==> run_1/met4.png <==
Supply wires on this layer in grey.
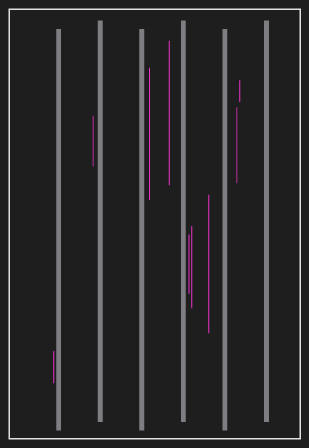
==> run_1/met1.png <==
Supply wires on this layer in grey.
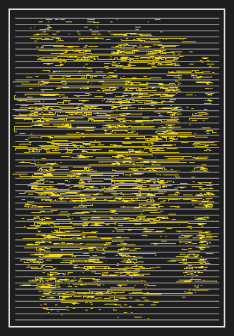
==> run_1/metal_stack.png <==
Only two layers are drawn.
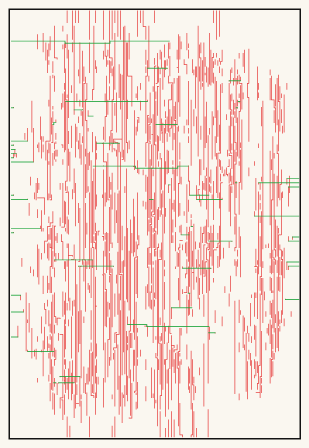
==> run_1/final_clocks.png <==
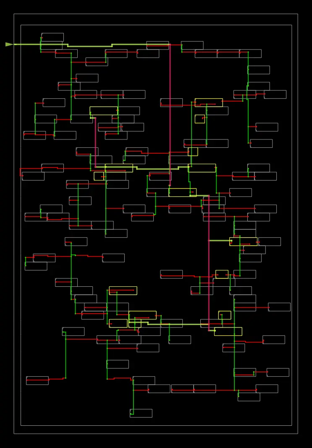
<file path="src/rtl/ti_link_pkg.sv">
// Shared TI link protocol constants, FSM state encoding and command classification.
package ti_link_pkg;

    localparam int unsigned BYTE_W  = 8;
    localparam int unsigned LEN_W   = 16;
    localparam int unsigned STATE_W = 3;

    // Header-only commands
    localparam logic [BYTE_W-1:0] CMD_ACK  = 8'h56;
    localparam logic [BYTE_W-1:0] CMD_CTS  = 8'h09;
    localparam logic [BYTE_W-1:0] CMD_ERR  = 8'h5A;
    localparam logic [BYTE_W-1:0] CMD_RDY  = 8'h68;
    localparam logic [BYTE_W-1:0] CMD_EOT  = 8'h92;

    // Data-carrying commands
    localparam logic [BYTE_W-1:0] CMD_VAR  = 8'h06;
    localparam logic [BYTE_W-1:0] CMD_DATA = 8'h15;
    localparam logic [BYTE_W-1:0] CMD_SKP  = 8'h36;
    localparam logic [BYTE_W-1:0] CMD_DEL  = 8'h88;
    localparam logic [BYTE_W-1:0] CMD_REQ  = 8'hA2;
    localparam logic [BYTE_W-1:0] CMD_RTS  = 8'hC9;

    typedef enum logic [STATE_W-1:0] {
        ST_IDLE   = 3'd0,
        ST_CMD    = 3'd1,
        ST_LEN_LO = 3'd2,
        ST_LEN_HI = 3'd3,
        ST_DATA   = 3'd4,
        ST_CK_LO  = 3'd5,
        ST_CK_HI  = 3'd6
    } state_t;

    // True for commands followed by a payload and checksum trailer
    function automatic logic is_data_cmd(input logic [BYTE_W-1:0] cmd);
        case (cmd)
            CMD_VAR, CMD_DATA, CMD_SKP, CMD_DEL, CMD_REQ, CMD_RTS: return 1'b1;
            default:                                               return 1'b0;
        endcase
    endfunction

endpackage

</file>
<file path="src/rtl/byte_handshake_rx.sv">
// Level/acknowledge byte receiver for the dbus interface: one strobe per offered byte.
module byte_handshake_rx
    import ti_link_pkg::*;
(
    input  logic              i_clock,
    input  logic              i_reset,
    input  logic [BYTE_W-1:0] i_data,
    input  logic              i_avail,
    output logic              o_read,
    output logic              o_byte_valid_c,
    output logic [BYTE_W-1:0] o_byte_c
);

    logic r_avail;
    logic r_read;
    logic w_capture;

    // A byte is taken once per avail level; the consumer latches o_byte_c on this strobe
    assign w_capture      = r_avail && !r_read;
    assign o_byte_valid_c = w_capture;
    assign o_byte_c       = i_data;
    assign o_read         = r_read;

    // Register avail and hold the acknowledge until dbus withdraws the byte
    always_ff @(posedge i_clock) begin
        if (i_reset) begin
            r_avail <= 1'b0;
            r_read  <= 1'b0;
        end else begin
            r_avail <= i_avail;
            if (w_capture) begin
                r_read <= 1'b1;
            end else if (!r_avail) begin
                r_read <= 1'b0;
            end
        end
    end

endmodule

</file>
<file path="src/rtl/ti_link_packet_rx.sv">
// TI link packet parser: header decode, payload strobes, checksum verdict, inter-byte timeout.
module ti_link_packet_rx
    import ti_link_pkg::*;
#(
    parameter int unsigned c_TIMEOUT = 1000000,
    parameter int unsigned c_TOWIDTH = 20
) (
    input  logic              i_clock,
    input  logic              i_reset,
    input  logic [BYTE_W-1:0] i_data,
    input  logic              i_avail,
    output logic              o_read,
    output logic [BYTE_W-1:0] o_machine,
    output logic [BYTE_W-1:0] o_command,
    output logic [LEN_W-1:0]  o_length,
    output logic              o_hdr_valid,
    output logic [BYTE_W-1:0] o_payload,
    output logic              o_payload_valid,
    output logic              o_done,
    output logic              o_cksum_err,
    output logic              o_timeout,
    output logic              o_busy
);

    logic                 w_byte_valid;
    logic [BYTE_W-1:0]    w_byte;
    logic [LEN_W-1:0]     w_len_full;

    state_t               r_state;
    logic [BYTE_W-1:0]    r_machine;
    logic [BYTE_W-1:0]    r_command;
    logic [LEN_W-1:0]     r_length;
    logic                 r_hdr_valid;
    logic [BYTE_W-1:0]    r_payload;
    logic                 r_payload_valid;
    logic                 r_done;
    logic                 r_cksum_err;
    logic                 r_timeout;
    logic                 r_busy;
    logic [LEN_W-1:0]     r_sum;
    logic [LEN_W-1:0]     r_remain;
    logic [BYTE_W-1:0]    r_ck_lo;
    logic [c_TOWIDTH-1:0] r_to_cnt;

    byte_handshake_rx u_hs (
        .i_clock        (i_clock),
        .i_reset        (i_reset),
        .i_data         (i_data),
        .i_avail        (i_avail),
        .o_read         (o_read),
        .o_byte_valid_c (w_byte_valid),
        .o_byte_c       (w_byte)
    );

    // Length as it will read once the high byte now on the bus is stored
    assign w_len_full = {w_byte, r_length[BYTE_W-1:0]};

    // Packet FSM, checksum accumulation and inter-byte timeout; advances once per captured byte
    always_ff @(posedge i_clock) begin
        if (i_reset) begin
            r_state         <= ST_IDLE;
            r_machine       <= '0;
            r_command       <= '0;
            r_length        <= '0;
            r_hdr_valid     <= 1'b0;
            r_payload       <= '0;
            r_payload_valid <= 1'b0;
            r_done          <= 1'b0;
            r_cksum_err     <= 1'b0;
            r_timeout       <= 1'b0;
            r_busy          <= 1'b0;
            r_sum           <= '0;
            r_remain        <= '0;
            r_ck_lo         <= '0;
            r_to_cnt        <= '0;
        end else begin
            r_hdr_valid     <= 1'b0;
            r_payload_valid <= 1'b0;
            r_done          <= 1'b0;
            r_cksum_err     <= 1'b0;
            r_timeout       <= 1'b0;

            if (w_byte_valid) begin
                // A capture always wins over an expiring timeout
                r_to_cnt <= '0;
                case (r_state)
                    ST_IDLE: begin
                        r_machine <= w_byte;
                        r_sum     <= '0;
                        r_remain  <= '0;
                        r_state   <= ST_CMD;
                        r_busy    <= 1'b1;
                    end
                    ST_CMD: begin
                        r_command <= w_byte;
                        r_state   <= ST_LEN_LO;
                    end
                    ST_LEN_LO: begin
                        r_length[BYTE_W-1:0] <= w_byte;
                        r_state              <= ST_LEN_HI;
                    end
                    ST_LEN_HI: begin
                        r_length[LEN_W-1:BYTE_W] <= w_byte;
                        r_hdr_valid              <= 1'b1;
                        if (!is_data_cmd(r_command)) begin
                            r_done  <= 1'b1;
                            r_state <= ST_IDLE;
                            r_busy  <= 1'b0;
                        end else if (w_len_full == '0) begin
                            r_state <= ST_CK_LO;
                        end else begin
                            r_remain <= w_len_full;
                            r_state  <= ST_DATA;
                        end
                    end
                    ST_DATA: begin
                        r_payload       <= w_byte;
                        r_payload_valid <= 1'b1;
                        r_sum           <= r_sum + {BYTE_W'(0), w_byte};
                        r_remain        <= r_remain - LEN_W'(1);
                        if (r_remain == LEN_W'(1)) begin
                            r_state <= ST_CK_LO;
                        end
                    end
                    ST_CK_LO: begin
                        r_ck_lo <= w_byte;
                        r_state <= ST_CK_HI;
                    end
                    ST_CK_HI: begin
                        r_done      <= 1'b1;
                        r_cksum_err <= ({w_byte, r_ck_lo} != r_sum);
                        r_state     <= ST_IDLE;
                        r_busy      <= 1'b0;
                    end
                    default: begin
                        r_state <= ST_IDLE;
                        r_busy  <= 1'b0;
                    end
                endcase
            end else if (r_state == ST_IDLE) begin
                r_to_cnt <= '0;
            end else if (r_to_cnt == c_TOWIDTH'(c_TIMEOUT - 1)) begin
                r_timeout <= 1'b1;
                r_state   <= ST_IDLE;
                r_busy    <= 1'b0;
                r_to_cnt  <= '0;
            end else begin
                r_to_cnt <= r_to_cnt + c_TOWIDTH'(1);
            end
        end
    end

    assign o_machine       = r_machine;
    assign o_command       = r_command;
    assign o_length        = r_length;
    assign o_hdr_valid     = r_hdr_valid;
    assign o_payload       = r_payload;
    assign o_payload_valid = r_payload_valid;
    assign o_done          = r_done;
    assign o_cksum_err     = r_cksum_err;
    assign o_timeout       = r_timeout;
    assign o_busy          = r_busy;

endmodule

</file>
<file path="config.mk">
export PLATFORM = sky130hd
export DESIGN_NAME = ti_link_packet_rx
export DESIGN_NICKNAME = d
export VERILOG_FILES = /design/src/rtl/ti_link_pkg.sv /design/src/rtl/byte_handshake_rx.sv /design/src/rtl/ti_link_packet_rx.sv
export SDC_FILE = /design/constraint.sdc
export NUM_CORES = 1
export LEC_CHECK = 0
export ABC_AREA = 0
export ABC_CLOCK_PERIOD_IN_PS = 2450
export CAP_MARGIN = 20
export CORE_ASPECT_RATIO = 1.5
export CORE_MARGIN = 2
export CORE_UTILIZATION = 44
export DETAILED_ROUTE_END_ITERATION = 12
export HOLD_SLACK_MARGIN = 0.08
export SYNTH_ARGS = -nofsm -noshare
export SYNTH_HDL_FRONTEND = slang
export SYNTH_SLANG_ARGS = --single-unit
</file>
<file path="constraint.sdc">
create_clock -name i_clock -period 2.45 [get_ports i_clock]
set_input_delay 0.3675 -clock i_clock [delete_from_list [all_inputs] [get_ports i_clock]]
set_output_delay 0.3675 -clock i_clock [all_outputs]
set_load 0.005 [all_outputs]
</file>
==> flow_metrics.env, run 1 <==
# source this file to load flow results
export IMPL_synth_cell_types=68
export IMPL_setup_viol=0
export IMPL_ys_sh_adder=0.0292
export IMPL_xor_area_frac=0.0892
export IMPL_n_fill_cell=1161
export IMPL_crit_buf_inv=3
export IMPL_drive_above_1_share=0.108
export IMPL_p_comb_frac=0.108
export IMPL_syn_num_nets=644
export IMPL_die_w_um=94.5
export IMPL_maxSlewHeadroom=0.592
export IMPL_cp_slowest_stage_delay_ns=0.43
export IMPL_port_buffers=57
export IMPL_chipArea_um2=13200
export IMPL_yosys_stat_cells=621
export IMPL_crit_chain="clkdlybuf4s50_1 -> buf_4 -> nor4_2 -> nand4_1 -> a31o_2 -> o31ai_4 -> buf_12 -> mux2i_1 -> a21oi_1"
export IMPL_rrSetupSlack_ns=0.28
export IMPL_fp_dieH_um=140
export IMPL_critPathArrivalTime_ns=2.49
export IMPL_powerDensity_nw_per_um2=559
export IMPL_avgSynthCellArea_um2=8.70
export IMPL_htree_num_levels=3
export IMPL_crit_path_max_fanout=11
export IMPL_r2r_cells=7
export IMPL_netlist_area_um2=5400
export IMPL_cap_violations=0
export IMPL_common_cells="dfxtp_1, nor2_1, nand2_1"
export IMPL_ys_seq_share=0.411
export IMPL_initCoreUtil=0.450
export IMPL_drcViolationCount=0
export IMPL_yosysMostFrequentCell="dfxtp_1"
export IMPL_edf_count=0
export IMPL_grt_usage=0.225
export IMPL_cp_start_kind="input port"
export IMPL_cpMaxStageDelayCell="clkdlybuf4s50_1"
export IMPL_holdWs_ns=0.407
export IMPL_compound_area_frac=0.121
export IMPL_clock_path_buffers=2
export IMPL_cts_buffers=9
export IMPL_min_period_ns=2.26
export IMPL_ys_flops=111
export IMPL_clkPwrFrac=0.394
export IMPL_critical_path_required_ns=2.67
export IMPL_dp_slack_ns=-0.403
export IMPL_grt_pass1_vias=4591
export IMPL_antenna_found_initial=0
export IMPL_flop_cell="dfxtp_1"
export IMPL_crit_path_end="r_remain[6]"
export IMPL_p_leak_nw=2.45
export IMPL_post_dp_hpwl_um=10600
export IMPL_worstHoldPathCells=2
export IMPL_topCombFamilyByArea="simple AND/OR/NAND/NOR gates"
export IMPL_finalHoldViolations=0
export IMPL_dr_pass1_iters=4
export IMPL_largest_reg_flops=20
export IMPL_synth_mux_area_fraction=0.0537
export IMPL_reg2reg_to="r_remain[12]"
export IMPL_cts_sinks=111
export IMPL_crit_start="i_data[2]"
export IMPL_grt_max_degree=74
export IMPL_diodes=0
export IMPL_area_delta_synth_final_pct=23.5
export IMPL_swShare=0.266
export IMPL_status="completed"
export IMPL_nets=719
export IMPL_worstSetupEndpointType="flop"
export IMPL_clk_pin_slew_ns=0.08
export IMPL_rows=49
export IMPL_synth_top_area_share=0.411
export IMPL_worst_slack_ns=0.187
export IMPL_cts_root_buf="clkbuf_16"
export IMPL_finalCritPeriodShare=0.924
Back to the opening pictures, met4.png:
share of all routed wire: 1.7%
nets with wire on the layer: 8
main direction: vertical
longest straight run: 46.9 um
Detailed Route WL: 14400 um
vias: 4677

Back to the opening pictures, met1.png:
main direction: horizontal
share of all routed wire: 42%
M1 GR Usage: 0.260

Back to the opening pictures, metal_stack.png:
[green] met3 | wire length: 353 um
[red] met2 | wire length: 7670 um

Back to the opening pictures, final_clocks.png:
skew final: 0.00947 ns
flop count: 111

-- run 1: cells in the final DEF (no fill, tap or decap), drive strengths merged, types with 9 or more instances in the layout --
cell type / n
clkdlybuf4s50: 56
nor2b: 16
o21ai: 10
clkbuf: 9
a21oi: 40
nand2: 79
inv: 13
nor2: 82
nand3: 16
nor3: 17
xor2: 18
nand4: 10
a221oi: 10
dfxtp: 111
buf: 42
xnor2: 37
nor4: 12
ha: 11
mux2i: 29
-- run 1: through the flow --
step	cell area [um^2]	total power, mW	cells
floorplan	5400	2.15	621
global placement	6360	2.30	838
detailed placement	6360	2.30	838
CTS	6670	3.77	854
global route	6670	3.88	854
finish	6670	3.73	854
-- run 1: power by group through the flow --
stage | sequential [mW] | clock (mW) | combinational [mW]
final | 1.86 | 1.47 | 0.402
after global routing | 1.87 | 1.58 | 0.440
after CTS | 1.86 | 1.51 | 0.404
after detailed placement | 1.90 | 0 | 0.401
after global placement | 1.90 | 0 | 0.395
after floorplan | 1.90 | 0 | 0.250
-- run 1: area by class of cell --
| cell class | instances | area, um^2 | share of cell area |
|---|---|---|---|
| sequential | 111 | 2220 | 0.333 |
| clock buffer | 9 | 225 | 0.0338 |
| timing repair buffer | 98 | 911 | 0.137 |
| clock inverter | 7 | 76.3 | 0.0114 |
| inverter | 9 | 33.8 | 0.00506 |
| multi-input combinational | 467 | 3010 | 0.452 |
| tap | 153 | 191 | 0.0287 |
-- run 1: routing by layer --
| metal | track usage | up-vias | wire [um] |
|---|---|---|---|
| met2 | 0.416 | 70 | 7670 |
| li1 | - | 2322 | - |
| met1 | 0.260 | 2265 | 6090 |
| met4 | 0.0679 | 0 | 238 |
| met5 | 0 | - | 0 |
| met3 | 0.0363 | 20 | 353 |
==> run_1/zoom.png <==
The bar under the picture is 10 um long. Region (32, 55) to (62, 85) um. Cells in grey, sequential cells in the stronger grey; small squares are vias.
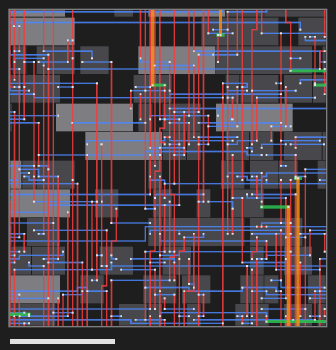

==> run 1 -> run 2 <==
--- a/config.mk
+++ b/config.mk
@@ -13,6 +13,7 @@
 export CORE_UTILIZATION = 44
 export DETAILED_ROUTE_END_ITERATION = 12
 export HOLD_SLACK_MARGIN = 0.08
+export SETUP_SLACK_MARGIN = 0.15
 export SYNTH_ARGS = -nofsm -noshare
 export SYNTH_HDL_FRONTEND = slang
 export SYNTH_SLANG_ARGS = --single-unit
==> run_2/zoom.png <==
The bar under the picture is 10 um long. Region (32, 55) to (62, 85) um. Cells in grey, sequential cells in the stronger grey; small squares are vias.
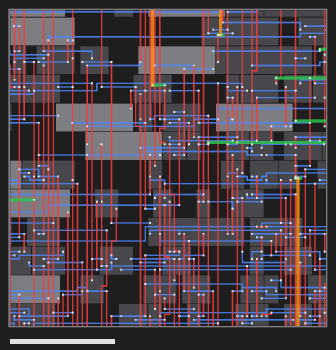
[blue] met1
[red] met2
[green] met3
[orange] met4
cells with their middle in the window: 61
sequential cells in the window: 7
netlist names of flops here include: `o_length` (3), `r_ck_lo` (3)
most frequent: nor2_1 (12), mux2i_1 (10), dfxtp_1 (7)

==> run_2/met4.png <==
Supply wires on this layer in grey.
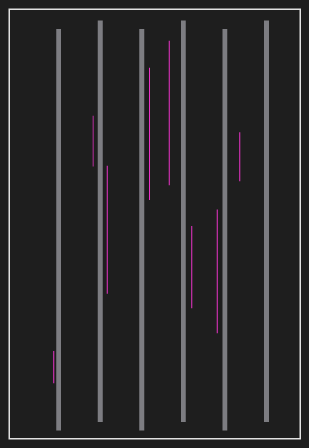
Detailed Route WL: 14400 um
vias: 4649

==> run 2 against run 1 <==
Sequential power hardly changed. Core utilization rose by 0.14 points. Largest power group unchanged. Flip-flop count unchanged. Die area unchanged. First-iteration DRC count up 20%. Final area is 0.24% higher. Via count decreased by 0.60%. Synthesized area unchanged. Total power grew 0.15%. Hold slack worse by 0.0035 ns.
==> flow_metrics.env, run 2 <==
# source this file to load flow results
export IMPL_status="completed"
export IMPL_n_fill_cell=1158
export IMPL_busiest_layer="met2"
export IMPL_cp_slowest_stage_delay_ns=0.43
export IMPL_antenna_left=0
export IMPL_area_delta_synth_final_pct=23.8
export IMPL_ys_flops=111
export IMPL_crit_start="i_data[2]"
export IMPL_final_cell_mix="dfxtp_1, nor2_1, nand2_1"
export IMPL_rows=49
export IMPL_met1_length_um=6020
export IMPL_cts_sinks=111
export IMPL_post_dp_hpwl_um=10600
export IMPL_hp_class="input port to flop"
export IMPL_antenna_found_initial=0
export IMPL_maxSlewHeadroom=0.594
export IMPL_flop_cell="dfxtp_1"
export IMPL_nets=720
export IMPL_finalHoldViolations=0
export IMPL_htree_num_levels=3
export IMPL_port_buffers=57
export IMPL_rrSetupSlack_ns=0.28
export IMPL_worstHoldPathCells=2
export IMPL_use_met3=0.0363
export IMPL_netlist_area_um2=5400
export IMPL_compound_area_frac=0.121
export IMPL_clock_path_buffers=2
export IMPL_syn_num_nets=644
export IMPL_crit_buf_inv=3
export IMPL_vias_per_cell=5.44
export IMPL_swShare=0.267
export IMPL_yosysMostFrequentCell="dfxtp_1"
export IMPL_chipArea_um2=13200
export IMPL_irDropWorstVdd_uv=310
export IMPL_worstSetupEndpointType="flop"
export IMPL_routed_top_layer="met4"
export IMPL_drcViolationCount=0
export IMPL_cpMaxStageDelayCell="clkdlybuf4s50_1"
export IMPL_largest_register="r_to_cnt"
export IMPL_crit_chain="clkdlybuf4s50_1 -> buf_4 -> nor4_4 -> nand4_1 -> a31o_2 -> o31ai_4 -> buf_12 -> mux2i_1 -> a21oi_1"
export IMPL_common_cells="dfxtp_1, nor2_1, nand2_1"
export IMPL_grtUsageMet1=0.260
export IMPL_mostFrequentLayoutCell="dfxtp_1"
export IMPL_crit_path_end="r_remain[6]"
export IMPL_edf_count=0
export IMPL_p_comb_frac=0.108
export IMPL_powerDensity_nw_per_um2=559
export IMPL_wl_met2_um=7740
export IMPL_grt_usage=0.225
export IMPL_diodes=0
export IMPL_die_w_um=94.5
export IMPL_largest_reg_flops=20
export IMPL_dr_pass1_iters=5
export IMPL_worstHoldEndpoint="r_ck_lo[1]"
export IMPL_grt_pass1_vias=4591
export IMPL_ys_sh_adder=0.0292
export IMPL_clkPwrFrac=0.394
export IMPL_grt_pass1_wl_um=23300
export IMPL_initCoreUtil=0.450
export IMPL_seq_area_um2=2220
export IMPL_critical_path_required_ns=2.68
export IMPL_synth_mux_area_fraction=0.0537
export IMPL_ys_seq_share=0.411
export IMPL_yosys_area_share_simple=0.264
export IMPL_grt_overflow_total=0
export IMPL_finalCritPeriodShare=0.889
export IMPL_cp_start_kind="input port"
export IMPL_clk_pin_slew_ns=0.08
export IMPL_synth_top_area_share=0.411
export IMPL_avgSynthCellArea_um2=8.70
export IMPL_crit_path_max_fanout=11
export IMPL_reg2reg_to="r_remain[12]"
export IMPL_setup_viol=0
export IMPL_drive_above_1_share=0.110
export IMPL_cpLargestDelayFamily="buffers and inverters"
export IMPL_wl_met3_um=376
export IMPL_pin_count=58
export IMPL_drtIter0Drc=250
export IMPL_r2r_cells=8
export IMPL_p_leak_nw=2.45
export IMPL_fp_dieH_um=140
export IMPL_fin_area_um2=6690
export IMPL_synth_cell_types=68
export IMPL_cts_buffers=9
export IMPL_timing_fmax_ghz=0.459
export IMPL_warnings=28
export IMPL_topCombFamilyByArea="simple AND/OR/NAND/NOR gates"
export IMPL_grt_max_degree=74
export IMPL_combGateArea_um2=3020
export IMPL_yosysTopAreaCell="dfxtp_1"
export IMPL_met2_usage=0.416
export IMPL_cts_root_buf="clkbuf_16"
export IMPL_r2r_start="o_command[5]"
export IMPL_critPathArrivalTime_ns=2.41
export IMPL_place_area_um2=6360
export IMPL_yosys_stat_cells=621
export IMPL_clock_skew_ns=0.0106
export IMPL_routedWlPerCell_um=16.8
export IMPL_min_period_ns=2.18
export IMPL_seq_power_share=0.498
export IMPL_cap_violations=0
export IMPL_intPower_mw=2.74
export IMPL_xor_area_frac=0.0892
==> run 2: cell count changes in the layout (fill, tap and decap cells not counted) <==
cell    change
nor4_4      +1
nor4_2      -1
buf_4       +1
==> run 2: worst reg2reg max path: stages, from the launching register on <==
cell       delay [ns]
dfxtp_1          0.37
and4bb_2         0.31
nand2_1          0.09
a2111oi_4        0.34
buf_4            0.19
o31ai_4          0.10
buf_12           0.16
or4_1            0.46
o21ai_1          0.09
==> run 2: layout make-up <==
cell class	instances	share of cell area
clock inverters	7	0.0114
clock buffers	9	0.0337
multi-input cells	467	0.452
well taps	153	0.0286
flip-flops and latches	111	0.332
repair buffers	99	0.137
inverters	9	0.00505
==> run 2: cells by family after synthesis <==
family | count (synthesis)
and+or+nand+nor | 280
adders and majority gates | 12
DFF | 111
AOI/OAI and AO/OA | 91
buffers and inverters | 43
muxes | 29
xor gates and xnor gates | 55
==> run 2: power by group through the flow <==
stage | logic, mW | clock network (mW) | registers, mW
after global routing | 0.442 | 1.58 | 1.87
after floorplan | 0.250 | 0 | 1.90
final | 0.404 | 1.47 | 1.86
after detailed placement | 0.401 | 0 | 1.90
after global placement | 0.395 | 0 | 1.90
after CTS | 0.404 | 1.51 | 1.86
==> run 2: timing repair <==
| item | in CTS | in global routing |
|---|---|---|
| setup endpoints to repair | 16 | 9 |
| pin swaps | 0 | 1 |
| gates resized | 1 | 2 |
| setup buffers | 0 | 1 |
| hold buffers | 0 | 0 |
==> run 2: stage by stage <==
step	setup WS, ns	std cells	total power, mW	hold WS [ns]	setup TNS [ns]
floorplan	0.357	621	2.15	0.426	0
global placement	-0.332	838	2.30	0.442	-4.53
detailed placement	-0.403	838	2.30	0.453	-5.34
CTS	0.178	854	3.77	0.391	0
global route	0.0540	855	3.88	0.426	0
finish	0.272	855	3.74	0.403	0
No activity file was given, so power comes from the tool's default toggle rates.
